Fig. 1: run 1, floorplan with the power grid
Scale bar: 20 um. Pins as bars on the die edge.
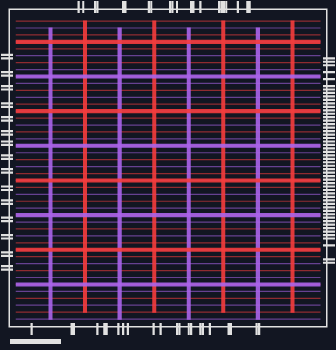
Fig. 2: run 1, placed cells, one colour a class
Fill, decap, tap and diode cells in grey.
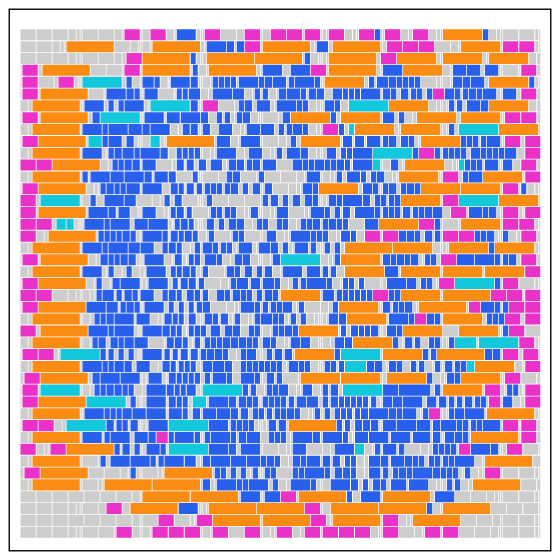
Fig. 3: run 1, routed clock nets over the placement
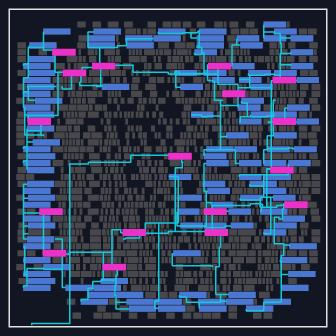
[src/rtl/alu_pipe_if.sv]
// alu_pipe_if: operand/result handshake bundle for alu_pipe.
//   master : operand source and result consumer (drives in_valid, operands,
//            command, out_ready)
//   slave  : the ALU pipeline (drives in_ready, out_valid, result, flags)
interface alu_pipe_if #(
    parameter int WIDTH = 32
);
    logic             in_valid;
    logic             in_ready;
    logic [WIDTH-1:0] operand_a;
    logic [WIDTH-1:0] operand_b;
    logic [2:0]       command;
    logic             out_valid;
    logic             out_ready;
    logic [WIDTH-1:0] result;
    logic             carryout;
    logic             zero;
    logic             overflow;

    modport master (
        output in_valid, operand_a, operand_b, command, out_ready,
        input  in_ready, out_valid, result, carryout, zero, overflow
    );

    modport slave (
        input  in_valid, operand_a, operand_b, command, out_ready,
        output in_ready, out_valid, result, carryout, zero, overflow
    );
endinterface

[src/rtl/alu_pipe.sv]
// alu_pipe: two-stage pipelined ALU with valid/ready handshake.
//   clk, reset      : rising-edge clock, asynchronous active-high reset
//   bus (slave)     : operand beat in (in_valid/in_ready, operand_a/b,
//                     command), result beat out (out_valid/out_ready,
//                     result, carryout, zero, overflow)
//   clear_flags     : synchronous clear of overflow_sticky (set wins)
//   overflow_sticky : set by any accepted result beat with overflow=1
//   op_count        : accepted result beats, modulo 2^COUNT_W
// S1 holds captured operands/command; S2 holds the computed result and flags.
module alu_pipe #(
    parameter int WIDTH   = 32,
    parameter int COUNT_W = 16
) (
    input  logic               clk,
    input  logic               reset,
    alu_pipe_if.slave          bus,
    input  logic               clear_flags,
    output logic               overflow_sticky,
    output logic [COUNT_W-1:0] op_count
);
    localparam logic [2:0] CMD_ADD  = 3'b000;
    localparam logic [2:0] CMD_SUB  = 3'b001;
    localparam logic [2:0] CMD_XOR  = 3'b010;
    localparam logic [2:0] CMD_SLT  = 3'b011;
    localparam logic [2:0] CMD_AND  = 3'b100;
    localparam logic [2:0] CMD_NAND = 3'b101;
    localparam logic [2:0] CMD_NOR  = 3'b110;
    localparam logic [2:0] CMD_OR   = 3'b111;

    typedef struct packed {
        logic [WIDTH-1:0] res;
        logic             carry;
        logic             ovf;
    } alu_res_t;

    // One shared adder serves ADD, SUB and SLT; SUB/SLT invert B and inject
    // a carry-in. SLT takes sign XOR overflow so it stays correct when the
    // subtraction wraps.
    function automatic alu_res_t alu_eval(
        input logic signed [WIDTH-1:0] a,
        input logic signed [WIDTH-1:0] b,
        input logic [2:0]              cmd
    );
        alu_res_t         r;
        logic             sub;
        logic [WIDTH-1:0] b_eff;
        logic [WIDTH:0]   sum;
        logic             c_msb_in;
        logic             ovf;
        sub      = (cmd == CMD_SUB) || (cmd == CMD_SLT);
        b_eff    = sub ? ~b : b;
        sum      = {1'b0, a} + {1'b0, b_eff} + {{WIDTH{1'b0}}, sub};
        c_msb_in = sum[WIDTH-1] ^ a[WIDTH-1] ^ b_eff[WIDTH-1];
        ovf      = c_msb_in ^ sum[WIDTH];
        r        = '0;
        case (cmd)
            CMD_ADD, CMD_SUB: begin
                r.res   = sum[WIDTH-1:0];
                r.carry = sum[WIDTH];
                r.ovf   = ovf;
            end
            CMD_SLT:  r.res = {{(WIDTH-1){1'b0}}, sum[WIDTH-1] ^ ovf};
            CMD_XOR:  r.res = a ^ b;
            CMD_AND:  r.res = a & b;
            CMD_NAND: r.res = ~(a & b);
            CMD_NOR:  r.res = ~(a | b);
            CMD_OR:   r.res = a | b;
            default:  r = '0;
        endcase
        return r;
    endfunction

    logic                    vld_p1;
    logic signed [WIDTH-1:0] a_p1;
    logic signed [WIDTH-1:0] b_p1;
    logic [2:0]              cmd_p1;
    logic                    vld_p2;
    logic [WIDTH-1:0]        result_p2;
    logic                    carry_p2;
    logic                    zero_p2;
    logic                    ovf_p2;
    logic                    adv_p1;
    logic                    accept;
    logic                    fire;
    alu_res_t                eval_p1;

    assign adv_p1       = vld_p1 && (!vld_p2 || bus.out_ready);
    // Combinational from out_ready so a full pipe can still take a beat
    // on the same cycle its output drains.
    assign bus.in_ready = !reset && (!vld_p1 || adv_p1);
    assign accept       = bus.in_valid && bus.in_ready;
    assign fire         = vld_p2 && bus.out_ready;
    assign eval_p1      = alu_eval(a_p1, b_p1, cmd_p1);

    // ---- Stage 1: operand capture ----
    always_ff @(posedge clk or posedge reset) begin
        if (reset) begin
            vld_p1 <= 1'b0;
        end else if (accept) begin
            vld_p1 <= 1'b1;
        end else if (adv_p1) begin
            vld_p1 <= 1'b0;
        end
    end

    always_ff @(posedge clk) begin
        if (accept) begin
            a_p1   <= bus.operand_a;
            b_p1   <= bus.operand_b;
            cmd_p1 <= bus.command;
        end
    end

    // ---- Stage 2: result and flags ----
    always_ff @(posedge clk or posedge reset) begin
        if (reset) begin
            vld_p2    <= 1'b0;
            result_p2 <= '0;
            carry_p2  <= 1'b0;
            zero_p2   <= 1'b0;
            ovf_p2    <= 1'b0;
        end else if (adv_p1) begin
            vld_p2    <= 1'b1;
            result_p2 <= eval_p1.res;
            carry_p2  <= eval_p1.carry;
            zero_p2   <= (eval_p1.res == '0);
            ovf_p2    <= eval_p1.ovf;
        end else if (fire) begin
            vld_p2    <= 1'b0;
        end
    end

    // ---- Output side: sticky overflow and completion counter ----
    always_ff @(posedge clk or posedge reset) begin
        if (reset) begin
            overflow_sticky <= 1'b0;
            op_count        <= '0;
        end else begin
            if (fire && ovf_p2) begin
                overflow_sticky <= 1'b1;
            end else if (clear_flags) begin
                overflow_sticky <= 1'b0;
            end
            if (fire) begin
                op_count <= op_count + COUNT_W'(1);
            end
        end
    end

    assign bus.out_valid = vld_p2;
    assign bus.result    = result_p2;
    assign bus.carryout  = carry_p2;
    assign bus.zero      = zero_p2;
    assign bus.overflow  = ovf_p2;
endmodule

[src/flat_wrapper.sv]
// flat-port wrapper written by rule: the top's interface ports become plain ports
module alu_pipe_flat 
#(
    parameter int WIDTH   = 32,
    parameter int COUNT_W = 16
)
  (clk, reset, clear_flags, overflow_sticky, op_count, bus_in_valid, bus_operand_a, bus_operand_b, bus_command, bus_out_ready, bus_in_ready, bus_out_valid, bus_result, bus_carryout, bus_zero, bus_overflow);
  alu_pipe_if #(.WIDTH(WIDTH)) bus_i ();
  input  logic clk;
  input  logic reset;
  input  logic clear_flags;
  output logic overflow_sticky;
  output logic [COUNT_W-1:0] op_count;
  input wire logic [$bits(bus_i.in_valid)-1:0] bus_in_valid;
  input wire logic [$bits(bus_i.operand_a)-1:0] bus_operand_a;
  input wire logic [$bits(bus_i.operand_b)-1:0] bus_operand_b;
  input wire logic [$bits(bus_i.command)-1:0] bus_command;
  input wire logic [$bits(bus_i.out_ready)-1:0] bus_out_ready;
  output wire logic [$bits(bus_i.in_ready)-1:0] bus_in_ready;
  output wire logic [$bits(bus_i.out_valid)-1:0] bus_out_valid;
  output wire logic [$bits(bus_i.result)-1:0] bus_result;
  output wire logic [$bits(bus_i.carryout)-1:0] bus_carryout;
  output wire logic [$bits(bus_i.zero)-1:0] bus_zero;
  output wire logic [$bits(bus_i.overflow)-1:0] bus_overflow;
  assign bus_i.in_valid = bus_in_valid;
  assign bus_i.operand_a = bus_operand_a;
  assign bus_i.operand_b = bus_operand_b;
  assign bus_i.command = bus_command;
  assign bus_i.out_ready = bus_out_ready;
  assign bus_in_ready = bus_i.in_ready;
  assign bus_out_valid = bus_i.out_valid;
  assign bus_result = bus_i.result;
  assign bus_carryout = bus_i.carryout;
  assign bus_zero = bus_i.zero;
  assign bus_overflow = bus_i.overflow;
  alu_pipe #(.WIDTH(WIDTH), .COUNT_W(COUNT_W)) u_core (.clk(clk), .reset(reset), .bus(bus_i), .clear_flags(clear_flags), .overflow_sticky(overflow_sticky), .op_count(op_count));
endmodule
[config.mk]
export PLATFORM = sky130hd
export DESIGN_NAME = alu_pipe_flat
export DESIGN_NICKNAME = d
export VERILOG_FILES = /design/src/rtl/alu_pipe_if.sv /design/src/rtl/alu_pipe.sv /design/src/flat_wrapper.sv
export SDC_FILE = /design/constraint.sdc
export NUM_CORES = 1
export LEC_CHECK = 0
export ABC_AREA = 1
export CORE_MARGIN = 2
export CORE_UTILIZATION = 60
export DETAILED_ROUTE_END_ITERATION = 8
export PLACE_DENSITY = 0.89
export SYNTH_ARGS = -nofsm -noshare
export SYNTH_HDL_FRONTEND = slang
export SYNTH_SLANG_ARGS = --single-unit
export TNS_END_PERCENT = 100
[constraint.sdc]
create_clock -name clk -period 7.7 [get_ports clk]
set_input_delay 1.155 -clock clk [delete_from_list [all_inputs] [get_ports clk]]
set_output_delay 1.155 -clock clk [all_outputs]
set_load 0.02 [all_outputs]
==> run notes, run 1 <==
Notes from the flow run.

Synthesis:
- In this run, synthesis produced a sequential element count of 121.
- Per the synthesis report, the single largest cell type by area occupies 23.28% of cell area.
- The run gives the proportion of register bits with asynchronous set or reset after synthesis as 44.63%.
- By count the netlist is led by 231 x sky130_fd_sc_hd__nand2_1, 146 x sky130_fd_sc_hd__inv_1, 105 x sky130_fd_sc_hd__nor2_1.
- Counting flops with a built-in enable in the synthesized netlist gives 67.
- Per the synth stats, the flop cell with the highest instance count is sky130_fd_sc_hd__edfxtp_1.
- The run gives the most popular library cell in the synthesized design by count as sky130_fd_sc_hd__nand2_1.
- Each instance of the synthesized netlist takes up on average 8.085 um^2.
- The synthesized netlist occupies a cell area of 8643 um^2.
- The run puts the sequential element share of the synthesized area at 38.91%.
- According to the Yosys statistics, the synthesized design has a chip area of 8643 um^2.
- The run puts the number of warning messages in the yosys log at 0.
- The cell type that accounts for the most area after synthesis is sky130_fd_sc_hd__edfxtp_1.
- The run puts the yosys cell count at 1069.
- The synthesis report lists the most area-consuming cells as sky130_fd_sc_hd__edfxtp_1 23%, sky130_fd_sc_hd__dfrtp_1 16%, sky130_fd_sc_hd__ha_1 14%.
- The run puts the count of mapped cells out of synthesis at 1069.
- The run gives the number of distinct library cells after synthesis as 45.
- The run puts the synthesized netlist net count at 1240.

Critical path:
- The run gives the worst endpoint required time as 6.55 ns.
- The worst setup path is captured at an output port.
- The signal on the critical path passes through clkdlybuf4s50_1, inv_2, o21ai_0, inv_1, clkdlybuf4s50_1.
- The worst setup path is launched from an input pin.
- The run gives the critical setup path kind as in -> out.
- On the critical path the largest part of the delay comes from buffers and inverters.
- The run puts the maximum fanout count along the critical path at 55.
- The largest individual stage delay along the critical path comes from the cell sky130_fd_sc_hd__inv_2.
- The run puts the delay of the slowest cell on the worst path at 0.83 ns.
- The run puts the arrival time of data at the critical path endpoint at 3.65 ns.
- By instance count, the cell type seen most on the critical path is sky130_fd_sc_hd__clkdlybuf4s50_1.
- The run gives the buffering stage count on the worst path with inverters included as 4.

Clock network:
- Per the CTS log, the root buffer master is sky130_fd_sc_hd__clkbuf_16.
- The run puts the total CTS buffers at 17.
- The run gives the number of sinks handled by clock tree synthesis as 121.
- The run gives the hold buffer count at CTS as 0.
- The run gives the post-cts sizing count as 0.
- The run puts the number of levels the H-tree was split into at 4.
- CTS reports a maximum clock tree buffer depth of 2.
- The run puts the total setup buffers inserted after CTS at 0.
- The run gives the clock transition time at the flip-flop clock pins of the worst setup and hold paths as 0.05 ns.
- TritonCTS built the clock tree.

Placed design:
- The run puts the cell area reported after detailed placement at 10060 um^2.
- Including well taps, the total number of placed cells is 1354.
- The wire-length estimate of the detail-placed layout is 15.93 mm.
- The run puts the number of buffer cells added on primary ports at 125.
- The run gives the last weighted congestion value of the routability-driven placer as 1.012.

Route:
- The run puts the total wire length at 22.43 mm.
- Dividing the detail-routed wire length by the instance count gives 16.18 um.
- The run gives the iteration count of the initial detailed-routing pass as 6.
- The run puts the number of violations reported at the end of detailed-routing iteration 0 at 684.
- The run puts the ratio of routed vias to standard cells at 5.727.
- The run puts the final antenna-violating net count at 0.
- The run puts the total via count in the routed design at 7937.
- The run gives the number of design rule violations left after detail routing as 0.

Cells and area:
- The run gives the number of cells in the finished layout apart from fillers as 1386.
- The run gives the fill cell instance count of the final layout as 1006.
- The repair_antennas step left the layout with diodes totalling 0.
- The final layout contains 1364 nets.
- The run gives the area overhead of the layout relative to synthesis as 23.16%.
- The run puts the ratio of cells with drive above 1 in the final layout at 4.561%.

Run status:
- The run finished with clean final reports.

Die:
- The run gives the area of the chip as 15380 um^2.
- According to the I/O placement log, the pin count is 126.
- The run gives the effective utilization at floorplan as 61.79%.

Pwr:
- The run gives the cell area power density as 211.9 nW/um^2.
- After layout, the design draws a total of 0.002256 W.
- The run gives the cell leakage power as 4.999 nW.

STA:
- The run puts the number of hold violations in the final report at 0.
- The run puts the slew at the pin closest to its max-slew limit at 1.139 ns.
- The run puts the worst-case headroom to the max-slew limit at 23.93%.
- The run puts the setup TNS after final layout at 0 ns.
- The run gives the setup violation total in the final timing report as 0.
- The run gives the shortest clock period the worst path allows after layout as 4.804 ns.
- The run puts the fmax at 208.2 MHz.
- The run gives the minimum hold slack as 0.4658 ns.
- Setup repair after global routing left no endpoint under its margin.
- In the final report, the number of pins over their slew limit comes to 0.
- The final critical path takes up 62.38% of the cycle.

Hold path:
- The most critical min-delay path falls under reg -> reg.

GRT:
- The run gives the via count of the first global-routing pass as 7566.
- The run puts the total congestion overflow at 0.
- The run puts the all-layer global routing usage at 30.79%.
- The run puts the global-route wire length before repair at 36.26 mm.
- The run puts the maximum number of pins on one net before global-route repair at 68.
- The initial antenna violation count is 0.

Flow run:
- Max-cap violations in this run came to 0.
- The run puts the number of warnings the tools reported at 60.
-- Fig. 1 (at the start) --
red -> VDD
purple -> VSS
met5 straps = 8
met1 rails = 44
Max VDD drop: 0.1749 mV
Die Wd: 124.0 um
vertical die dimension: 124.0 um
placeable core area: 13990 um^2

-- Fig. 2 (at the start) --
orange -> flip-flops  # cells 121, share of their area 32%
blue -> all other logic  # cells 921, share of their area 50%
cyan -> clock drivers and dummy loads  # cells 32, share of their area 5.6%
magenta -> other buffers and delay cells  # cells 132, share of their area 13%
Util after Layout: 76.10%
final non-filler cell area: 10650 um^2
number of standard-cell rows in the floorplan: 43
fraction of area in registers: 31.59%

-- Fig. 3 (at the start) --
blue -> flip-flops  # count 121
cyan -> clock wires  # length 1610 um
magenta -> cells driving clock nets  # count 17
flops lie = spread over the die
routed clock nets = 18
Late-Pin Clk Latency: 0.43 ns
final setup skew: 0.01366 ns
total clock network power: 0.000779 W

==> run 1: layout by cell type, fill, tap and decap left out, types with 6 or more instances in the layout <==
master / n
sky130_fd_sc_hd__xnor2_1: 7
sky130_fd_sc_hd__nor2_1: 104
sky130_fd_sc_hd__nand2_2: 7
sky130_fd_sc_hd__ha_1: 98
sky130_fd_sc_hd__xor2_1: 48
sky130_fd_sc_hd__a221oi_1: 6
sky130_fd_sc_hd__a211oi_1: 10
sky130_fd_sc_hd__inv_1: 145
sky130_fd_sc_hd__a31oi_1: 14
sky130_fd_sc_hd__edfxtp_1: 67
sky130_fd_sc_hd__nor3_1: 12
sky130_fd_sc_hd__dfrtp_1: 54
sky130_fd_sc_hd__nand4_1: 11
sky130_fd_sc_hd__buf_4: 7
sky130_fd_sc_hd__a21oi_1: 61
sky130_fd_sc_hd__nand2_1: 231
sky130_fd_sc_hd__clkdlybuf4s50_1: 125
sky130_fd_sc_hd__o21ai_0: 80
sky130_fd_sc_hd__nand3_1: 42
sky130_fd_sc_hd__o211ai_1: 6
sky130_fd_sc_hd__clkbuf_16: 20
==> run 1: cell type report <==
| type | count | area, um^2 | share of cell area (%) |
|---|---|---|---|
| inverter | 149 | 561.8 | 5.277 |
| clock inverter | 8 | 51.30 | 0.4819 |
| timing repair buffer | 132 | 1304 | 12.25 |
| tap | 180 | 225.2 | 2.116 |
| sequential | 121 | 3363 | 31.59 |
| clock buffer | 24 | 535.5 | 5.031 |
| multi-input combinational | 772 | 4604 | 43.25 |
==> run 1: cells by family (layout without fill, tap and decap cells) <==
group | after synthesis | after routing | synth area share [%]
AND-OR/OR-AND | 196 | 196 | 12.83
multiplexers | 2 | 2 | 0.2461
buffers and inverters | 176 | 313 | 7.947
XOR/XNOR | 55 | 55 | 5.573
AND/OR/NAND/NOR | 420 | 420 | 20.08
adder cells (fa/ha/maj) | 99 | 99 | 14.42
flip-flops | 121 | 121 | 38.91
==> run 1: final timing paths <==
path | from | to | slack [ns] | cells after the start
worst max-delay path | reset | bus_in_ready | 2.90 | 5
worst min-delay path | u_core.op_count[15] | u_core.op_count[15] | 0.47 | 1
worst min register to register | u_core.op_count[15] | u_core.op_count[15] | 0.47 | 1
worst max register to register | u_core.cmd_p1[2] | u_core.bus.zero | 3.79 | 22
max in group asynchronous | reset | u_core.op_count[11] | 5.60 | 2
min in group asynchronous | reset | u_core.vld_p1 | 1.40 | 2
==> run 1: routing by layer <==
layer  global-route usage, %  routed length [um]
met2                   50.21               10360
met4                   15.17                 863
met1                   38.04                9126
met3                   7.967                2083
met5                       0                   0
==> run 1: power breakdown <==
part	switching [W]	internal [W]
registers	0.0000652	0.000767
logic	0.000373	0.000272
clock network	0.000293	0.000486
==> run 1: state kept, by name (all words and copies together), names as in the netlist, 3 cells and up <==
register and count:
u_core.bus.result 32, u_core.b_p1 32, u_core.op_count 16, u_core.a_p1 32, u_core.cmd_p1 3
==> run 1: per-stage QoR <==
stage,util [%],worst slack (ns)
5_1_grt,76.10,2.588
6_report,76.10,2.896
4_1_cts,76.10,2.817
2_1_floorplan,-,1.702
3_5_place_dp,71.91,2.857
3_3_place_gp,71.91,2.966
==> inputs of run 2 (changes only) <==
Settings changed: CORE_UTILIZATION 60 to 50, PLACE_DENSITY 0.89 to 0.79.
Clock period 7.7 ns to 4.23 ns, I/O delays scaled along.
Fig. 4: run 2, wiring by layer
Scale bar: 50 um. Two of the layers only.
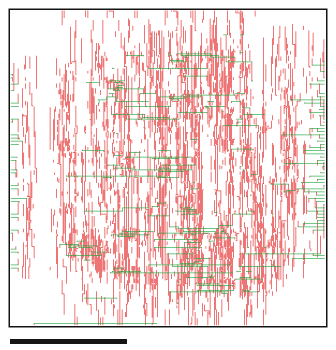
red -> met2  # wire length 10500 um
green -> met3  # wire length 1600 um
routed wire length: 23.14 mm
count of vias placed by the detailed router: 7871
total routing usage reported by global routing: 26.42%
DR WL/cell: 16.14 um

Fig. 5: run 2, floorplan with the power grid
Scale bar: 50 um. Pins as bars on the die edge.
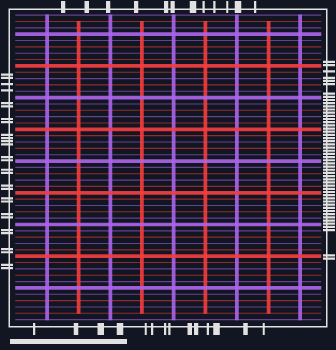
red -> VDD
purple -> VSS
signal pins = 126
rows = 48
met4 straps = 9
met5 straps = 9
Max VDD drop: 0.2811 mV
placeable core area: 17120 um^2

==> run notes, run 2 <==
Notes from the flow run.

Critical path:
- The worst setup path is of the reg -> reg kind.
- The worst setup path is captured at a register.
- The run gives the worst endpoint required time as 4.61 ns (-1.94 ns).
- The run gives the worst reg2reg path endpoint as u_core.bus.zero.
- The run gives the maximum fanout count along the critical path as 32 (-42%).
- The delay of the slowest cell on the worst path was 0.52 ns (-0.31 ns).
- The run gives the highest-delay cell along the critical path as sky130_fd_sc_hd__edfxtp_1.
- The run gives the type of element launching the critical path as a register.
- The run gives the worst reg-to-reg path cell count as 22 (unchanged).
- The run puts the arrival time of data at the critical path endpoint at 4.09 ns (+0.44 ns).
- The run gives the startpoint of the most critical register-to-register path as u_core.cmd_p1[2].
- For reference, the critical path cell chain is inv_4, nand2_4, xor2_1, ha_1, a21oi_1, nand2_2, nand2_1, nand2_2, nand2_1, nand2_1, nand2_1, nand2_1, nand2_1, nand2_1, xor2_1, a21oi_1, nand2_1, nor2_1, nand2_1, nor2_1, nand3_1, nand2_1.
- The run gives the internal reg-to-reg setup slack as 0.52 ns (-3.27 ns).
- For reference, the critical path is captured by u_core.bus.zero.
- The run gives the cell repeated most along the worst path as sky130_fd_sc_hd__nand2_1.
- The run gives the startpoint of the most critical setup path as u_core.cmd_p1[2].

STA:
- The run gives the number of hold violations in the final report as 0 (unchanged).
- The run gives the fmax as 269.3 MHz.
- The run gives the slew at the pin closest to its max-slew limit as 1.143 ns (+0.003219 ns).
- Setup repair after global routing left no endpoint under its margin.
- The run puts the worst-case headroom to the max-slew limit at 21.85% (-2.1 points).
- The run gives the setup violation total in the final timing report as 0 (unchanged).
- The run puts the clock skew after layout at 0.008942 ns (-0.004721 ns).
- The run gives the shortest clock period the worst path allows after layout as 3.713 ns.
- OpenROAD reports that the post-layout worst path occupies 87.78% of the period.
- The final-report max-slew violation count was 0 (unchanged).
- The run puts the setup TNS after final layout at 0 ns (unchanged).

Synthesis:
- The run gives the area fraction in xor and xnor cells as 5.573% (unchanged).
- The run gives the proportion of register bits with asynchronous set or reset after synthesis as 44.63% (unchanged).
- The run puts the area fraction in and, or, nand and nor cells at 20.08% (unchanged).
- Yosys instantiated no cell more often than sky130_fd_sc_hd__nand2_1.
- The number of distinct library cells after synthesis is 45 (unchanged).
- For reference, the top cells by count after synthesis are 231 x sky130_fd_sc_hd__nand2_1, 146 x sky130_fd_sc_hd__inv_1, 105 x sky130_fd_sc_hd__nor2_1.
- The synthesized netlist net count is 1240 (unchanged).
- The synthesis report lists the most area-consuming cells as sky130_fd_sc_hd__edfxtp_1 23%, sky130_fd_sc_hd__dfrtp_1 16%, sky130_fd_sc_hd__ha_1 14%.
- The run gives the count of mapped cells out of synthesis as 1069 (unchanged).
- The run gives the post-synthesis adder-cell area fraction as 14.42% (unchanged).
- The run puts the synthesis-stage register bit count at 121 (unchanged).
- The run puts the yosys cell count at 1069 (unchanged).
- The run puts the mux contribution to synthesized area at 0.2461% (unchanged).
- The run puts the number of enable flip-flop cells at 67 (unchanged).
- The run puts the area of the mapped netlist at 8643 um^2 (unchanged).
- The run gives the main flop type as sky130_fd_sc_hd__edfxtp_1.
- The run puts the area fraction in compound gates at 12.83% (unchanged).
- In the synthesized netlist, the dominant kind of combinational cell is simple AND/OR/NAND/NOR gates.
- The area fraction of the dominant cell type after synthesis is 23.28% (unchanged).
- The run puts the synthesis area per yosys at 8643 um^2 (unchanged).
- The run gives the number of warning messages in the yosys log as 0 (unchanged).
- The run gives the cell taking the most area after synthesis as sky130_fd_sc_hd__edfxtp_1.
- The run puts the synthesized area divided by synthesized cell count at 8.085 um^2 (unchanged).
- The run puts the sequential element share of the synthesized area at 38.91% (unchanged).

Cells and area:
- The total number of nets in the final design came to 1367 (+0.22%).
- The top cell type in the final layout, fill and taps aside, is sky130_fd_sc_hd__nand2_1.
- The run puts the combined flip-flop and latch cell area at 3363 um^2 (unchanged).
- By instance count after routing, the leading logic cell types are 231 x sky130_fd_sc_hd__nand2_1, 145 x sky130_fd_sc_hd__inv_1, 125 x sky130_fd_sc_hd__clkdlybuf4s50_1.
- The number of cells in the finished layout apart from fillers was 1434 (+3.5%).
- Per the run report, area growth between synthesis and finish was 23.74%.
- The fill cell instance count of the final layout came to 1496 (+49%).
- The run gives the footprint of the multi-input gates as 4604 um^2 (unchanged).
- The run gives the antenna diode count as 0 (unchanged).
- The ratio of cells with drive above 1 in the final layout is 4.963% (+0.40 points).

Placed design:
- The run gives the number of buffer cells added on primary ports as 125 (unchanged).
- The run gives the last weighted congestion value of the routability-driven placer as 0.9673 (-4.4%).
- The run gives the cell total after placement as 1402 (+3.5%).
- The run puts the placed wire-length estimate after detailed placement at 17.53 mm (+10%).

Die:
- The number of ports placed on the die boundary is 126 (unchanged).
- The run puts the height of the die at 135.5 um (+9.2%).
- The run puts the area of the chip at 18350 um^2 (+19%).
- The effective utilization at floorplan came to 50.50% (-11 points).
- The run puts the horizontal die dimension at 135.5 um (+9.2%).
- The run gives the row count as 48 (+12%).

Run status:
- The run finished with clean final reports.

GRT:
- The run gives the total congestion overflow as 0 (unchanged).
- The layer flagged by global routing as most heavily used is met2.
- The run puts the fraction of met1 tracks used by global routing at 35.49% (-2.5 points).
- The run gives the global-route wire length before repair as 37.38 mm (+3.1%).
- The run gives the initial antenna violation count as 0 (unchanged).
- The run puts the via count of the first global-routing pass at 7484 (-1.1%).
- The run puts the maximum number of pins on one net before global-route repair at 55 (-19%).
- The run gives the met2 global-route usage as 42.75% (-7.5 points).
- The run puts the met3 demand-to-capacity share in global routing at 4.377% (-3.6 points).

Route:
- The final antenna-violating net count was 0 (unchanged).
- The ratio of routed vias to standard cells was 5.489 (-4.2%).
- The run gives the iteration count of the initial detailed-routing pass as 6 (unchanged).
- The run puts the number of design rule violations left after detail routing at 0 (unchanged).
- The run puts the number of violations reported at the end of detailed-routing iteration 0 at 663 (-3.1%).

Clock network:
- The run gives the maximum root-to-sink buffer count as 2 (unchanged).
- The run gives the number of sinks handled by clock tree synthesis as 121 (unchanged).
- Clock tree synthesis selected as its root buffer the cell sky130_fd_sc_hd__clkbuf_16.
- The run puts the total CTS buffers at 17 (unchanged).
- The run gives the hold buffer count at CTS as 0 (unchanged).
- The post-cts sizing count came to 0 (unchanged).
- TritonCTS built the clock tree.
- The run gives the clock transition time at the flip-flop clock pins of the worst setup and hold paths as 0.06 ns (about the same).
- The run puts the total setup buffers inserted after CTS at 0 (unchanged).
- The run puts the number of levels the H-tree was split into at 4 (unchanged).
- The run gives the clock latency at the later pin of the worst-skew pair as 0.43 ns (about the same).

Hold path:
- STA reports the tightest min-delay check as being of type reg -> reg.

Flow run:
- The number of warnings the tools reported came to 60 (unchanged).
- The total of max-cap violations is 0 (unchanged).

Pwr:
- The cell area power density was 379.6 nW/um^2 (+79%).
- The cell leakage power came to 4.994 nW (about the same).
run 2: cell count changes in the layout (fill, tap and decap cells not counted), sizes merged:
| cell | previous run | this run |
|---|---|---|
| buf | 7 | 10 |
| clkbuf | 24 | 18 |
| clkinv | 3 | 4 |
| clkinvlp | 0 | 1 |
| inv | 154 | 158 |
run 2: critical path: cells and delay by family, from the launching register on:
family          cells  cell delay (ns)
flops               1             0.52
simple gates       16             1.66
fa+ha+maj           1             0.37
buf+inv             1             0.13
xor+xnor            2             0.40
compound gates      2             0.58
run 2: report_power, final:
part	internal [W]	leakage, nW	switching (W)
Sequential	0.00139	1.28	0.000111
Clock	0.000793	0.279	0.000590
Combinational	0.000496	3.43	0.000674
Total	0.00268	4.99	0.00138
run 2: area by class of cell:
type	count	share of cell area (%)
multi-input combinational	772	43.05
clock inverter	14	1.006
sequential	121	31.45
timing repair buffer	135	12.40
inverter	149	5.253
tap	225	2.632
clock buffer	18	4.211
run 2: cell families after synthesis:
group	Yosys count
AOI/OAI and AO/OA	196
xor gates and xnor gates	55
adders and majority gates	99
buffers and inverters	176
DFF	121
muxes	2
and+or+nand+nor	420
run 2: through the flow:
step	hold slack [ns]	setup slack, ns	cell area (um^2)	total power, W	utilization [%]
detailed placement	0.4691	0.5921	10140	0.002684	59.23
floorplan	0.4695	0.4606	8651	0.002198	-
global route	0.4816	0.1544	10700	0.004270	62.49
global placement	0.4596	0.6196	10140	0.002660	59.23
CTS	0.4775	0.5787	10700	0.004070	62.49
finish	0.4763	0.5167	10700	0.004059	62.49
run 2: layer usage:
| layer | share of wire (%) | wire, um |
|---|---|---|
| met5 | 0 | 0 |
| met4 | 2.7 | 632 |
| met3 | 6.9 | 1600 |
| met2 | 45 | 10520 |
| met1 | 45 | 10390 |
run 2: worst min path at each step:
| stage | slack, ns | from | to | cells past startpoint |
|---|---|---|---|---|
| global route | 0.48 | u_core.op_count[15] | u_core.op_count[15] | 1 |
| global placement | 0.46 | u_core.op_count[15] | u_core.op_count[15] | 1 |
| floorplan | 0.47 | u_core.vld_p1 | u_core.bus.out_valid | 2 |
| CTS | 0.48 | u_core.op_count[15] | u_core.op_count[15] | 1 |
| detailed placement | 0.47 | u_core.op_count[15] | u_core.op_count[15] | 1 |
| finish | 0.48 | u_core.op_count[15] | u_core.op_count[15] | 1 |
Power and IR drop assume default switching activity.
